The metal 2 layer:
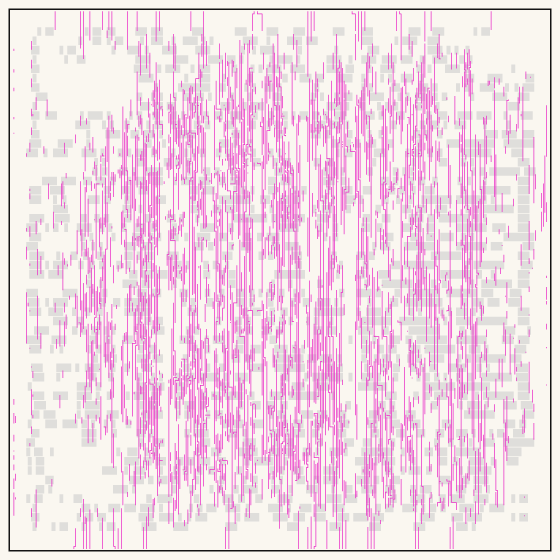
The metal 3 layer:
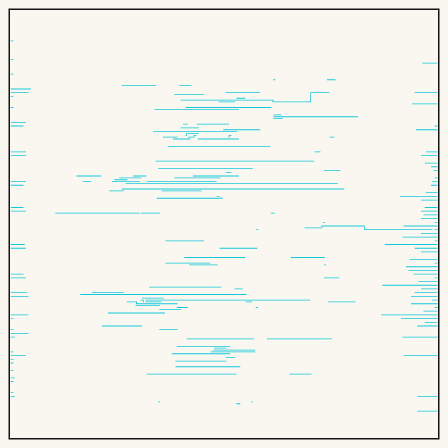
==> config.mk <==
export PLATFORM = sky130hd
export DESIGN_NAME = pipelined_alu
export DESIGN_NICKNAME = d
export VERILOG_FILES = /design/src/rtl/pipelined_alu.sv
export SDC_FILE = /design/constraint.sdc
export NUM_CORES = 1
export LEC_CHECK = 0
export CAP_MARGIN = 0
export CELL_PAD_IN_SITES_DETAIL_PLACEMENT = 1
export CELL_PAD_IN_SITES_GLOBAL_PLACEMENT = 2
export CORE_MARGIN = 4
export CORE_UTILIZATION = 33
export CTS_BUF_LIST = sky130_fd_sc_hd__clkbuf_8 sky130_fd_sc_hd__clkbuf_16
export CTS_CLUSTER_DIAMETER = 80
export DETAILED_ROUTE_END_ITERATION = 16
export GPL_TIMING_DRIVEN = 0
export PLACE_DENSITY_LB_ADDON = 0.1
export RECOVER_POWER = 25
export SYNTH_ARGS = -nofsm -noshare
export SYNTH_HDL_FRONTEND = slang
export SYNTH_SLANG_ARGS = --single-unit
==> constraint.sdc <==
create_clock -name clk -period 4.7 [get_ports clk]
set_clock_uncertainty 0.05 [all_clocks]
set_input_delay 0.94 -clock clk [delete_from_list [all_inputs] [get_ports clk]]
set_output_delay 0.94 -clock clk [all_outputs]
set_load 0.01 [all_outputs]
==> out/results.txt <==
outcome: finished with violations
failing checks: negative setup slack
starting utilization of the core area: 0.336
Comb/total area: 0.628
switching component of the power: 798 uW
sequential power: 395 uW
initial antenna violation count: 0
number of iterations in the first detailed-routing pass: 5
multi-input gates: 820
global route hottest layer: met2
Critical Path Slowest Stage Cell: sky130_fd_sc_hd__nor3_1
Register-to-Register Path Depth: 11
critical path type: in -> reg
cell taking the most area after synthesis: sky130_fd_sc_hd__ha_1
Seq/total area: 0.0958
chip area: 24700 um2
top layer used by detailed routing: met4
leftover overflow at the end of global routing: 0
Core Region: 21900 um2
share of total power consumed by net switching: 0.430
number of H-tree levels: 2
maximum fanout encountered on the critical timing path: 10
routing usage on met1: 0.365
fraction of synthesized cell area in xor and xnor cells: 0.0131
Leakage Power: 0.00414 uW
fraction of cell area in non-clock buffers: 0.179
Overall Global Routing Usage: 0.245
Worst Hold Depth: 2
cell total in the yosys stat output: 1026
flip-flop count of the largest register after layout: 32
Comb power: 1080 uW
max-slew violation count: 0
post-synthesis cell count: 1026
routed length on met3: 1880 um
IR Drop Worst-Case VDD: 0.123 mV
sequential share of power: 0.213
count of hold buffers inserted by post-cts repair: 0
total power consumption of the routed design: 1850 uW
mux cell area share after synthesis: 0.0431
critical-path cell list: clkdlybuf4s50_1 > buf_2 > nor3_1 > clkbuf_1 > a22oi_1 > o211ai_1 > a21oi_1 > o21ai_0 > nor3b_1 > a32o_1
worst reg2reg setup slack: 2.08 ns
number of buffers inserted by port buffering: 105
most common library cell in the layout ignoring fill and taps: sky130_fd_sc_hd__inv_1
global-route wire length before repair: 48000 um
Die Span X: 157 um
total negative setup slack: -0.0180 ns
post-cts gate resize count: 16
Cell Pwr Density: 197 nW/um2
adder share: 0.179
share of Yosys cell area claimed by the top area cell type: 0.174
Post-synth top flop: sky130_fd_sc_hd__dfrtp_1
share of final layout cell area taken by clock buffers and inverters: 0.0178
clock-pin slew on the worst setup and hold paths: 0.06 ns
internal portion of total power: 1060 uW
register area: 901 um2
worst endpoint required time: 4.82 ns
Die Y: 157 um
Placer Congestion: 0.925
number of nets in the finished design: 1358
TritonCTS clock tree: built
number of synthesized flops with an enable pin: 0
violation count after the first detailed-route iteration: 621
number of global-route vias before repair: 8171
number of buffers inserted by post-CTS setup repair: 3
maximum clock frequency: 212 MHz
post-layout worst setup margin: -0.0180 ns
inverter tally of the final layout excluding the clock network: 106
largest family of logic cells by area: AND-OR/OR-AND gates
CP max stage delay: 1.08 ns
normalized max-slew margin: 0.0455
Final setup violation count: 1
worst path arrival time: 4.83 ns
average routed wire per standard cell: 21.3 um
total of max-cap violations: 0
yosys stat chip area: 7350 um2
fraction of the mapped netlist area in compound gates: 0.326
Yosys reg bits: 36
area added between synthesis and finish: 28.0%
most numerous logic cells after layout: 105 x sky130_fd_sc_hd__inv_1, 101 x sky130_fd_sc_hd__ha_1, 100 x sky130_fd_sc_hd__clkdlybuf4s50_1
shortest period the worst path allows: 4.72 ns
power share of the combinational group: 0.580
maximum number of pins on one net before global-route repair: 37
Startpoint Class: input port
proportion of register bits with asynchronous set or reset after synthesis: 1.00
clock group total power: 383 uW
-- 'the metal 2 layer' (at the start) --
1136 nets have wire on it. The wires run mostly vertical. The longest straight run is 76.6 um. The layer holds 44% of the routed length. The layer carries 13800 um of wire.
post-detailed-routing wire length: 31200 um
via count: 8334
grt met2 use: 0.390

-- 'the metal 3 layer' (at the start) --
156 nets have wire on it. The layer holds 6.0% of the routed length. The longest straight run is 81.4 um. The layer carries 1880 um of wire.
met3 routing resource usage after global routing: 0.0349

## metrics by stage
stage	hold WS [ns]	area, um2	util	std cells	worst slack, ns
after floorplan	0.466	7460	-	1057	0.948
after global routing	0.461	9400	0.430	1463	-0.0475
after detailed placement	0.422	8860	0.405	1442	-0.620
after CTS	0.435	9120	0.417	1453	0.00594
final	0.430	9400	0.430	1463	-0.0180
after global placement	0.413	8860	0.405	1442	-0.580
## critical path: cells and delay by family
kind                   cells  cell delay [ns]
AOI/OAI and AO/OA          5             1.23
buffers and inverters      3             1.42
and+or+nand+nor            2             1.22
## Yosys cell counts (7+ instances only)
master and number:
sky130_fd_sc_hd__nor2_1 68, sky130_fd_sc_hd__o21ai_1 7, sky130_fd_sc_hd__inv_1 106, sky130_fd_sc_hd__ha_1 102
sky130_fd_sc_hd__nand3_1 14, sky130_fd_sc_hd__buf_2 19, sky130_fd_sc_hd__clkbuf_1 35, sky130_fd_sc_hd__a21oi_1 85
sky130_fd_sc_hd__dfrtp_1 36, sky130_fd_sc_hd__or4_1 8, sky130_fd_sc_hd__a211oi_1 17, sky130_fd_sc_hd__a21o_1 7
sky130_fd_sc_hd__o31ai_1 14, sky130_fd_sc_hd__mux2_2 13, sky130_fd_sc_hd__nand4_1 12, sky130_fd_sc_hd__nor2b_1 14
sky130_fd_sc_hd__a22oi_1 17, sky130_fd_sc_hd__o21bai_1 7, sky130_fd_sc_hd__o21ai_0 82, sky130_fd_sc_hd__mux2i_1 17
sky130_fd_sc_hd__nand2b_1 8, sky130_fd_sc_hd__buf_4 35, sky130_fd_sc_hd__nor3_1 26, sky130_fd_sc_hd__nor4_1 12
sky130_fd_sc_hd__nor3b_1 7, sky130_fd_sc_hd__nand2_1 85, sky130_fd_sc_hd__o211ai_1 18, sky130_fd_sc_hd__a31oi_1 9
No activity file was given, so power comes from the tool's default toggle rates.
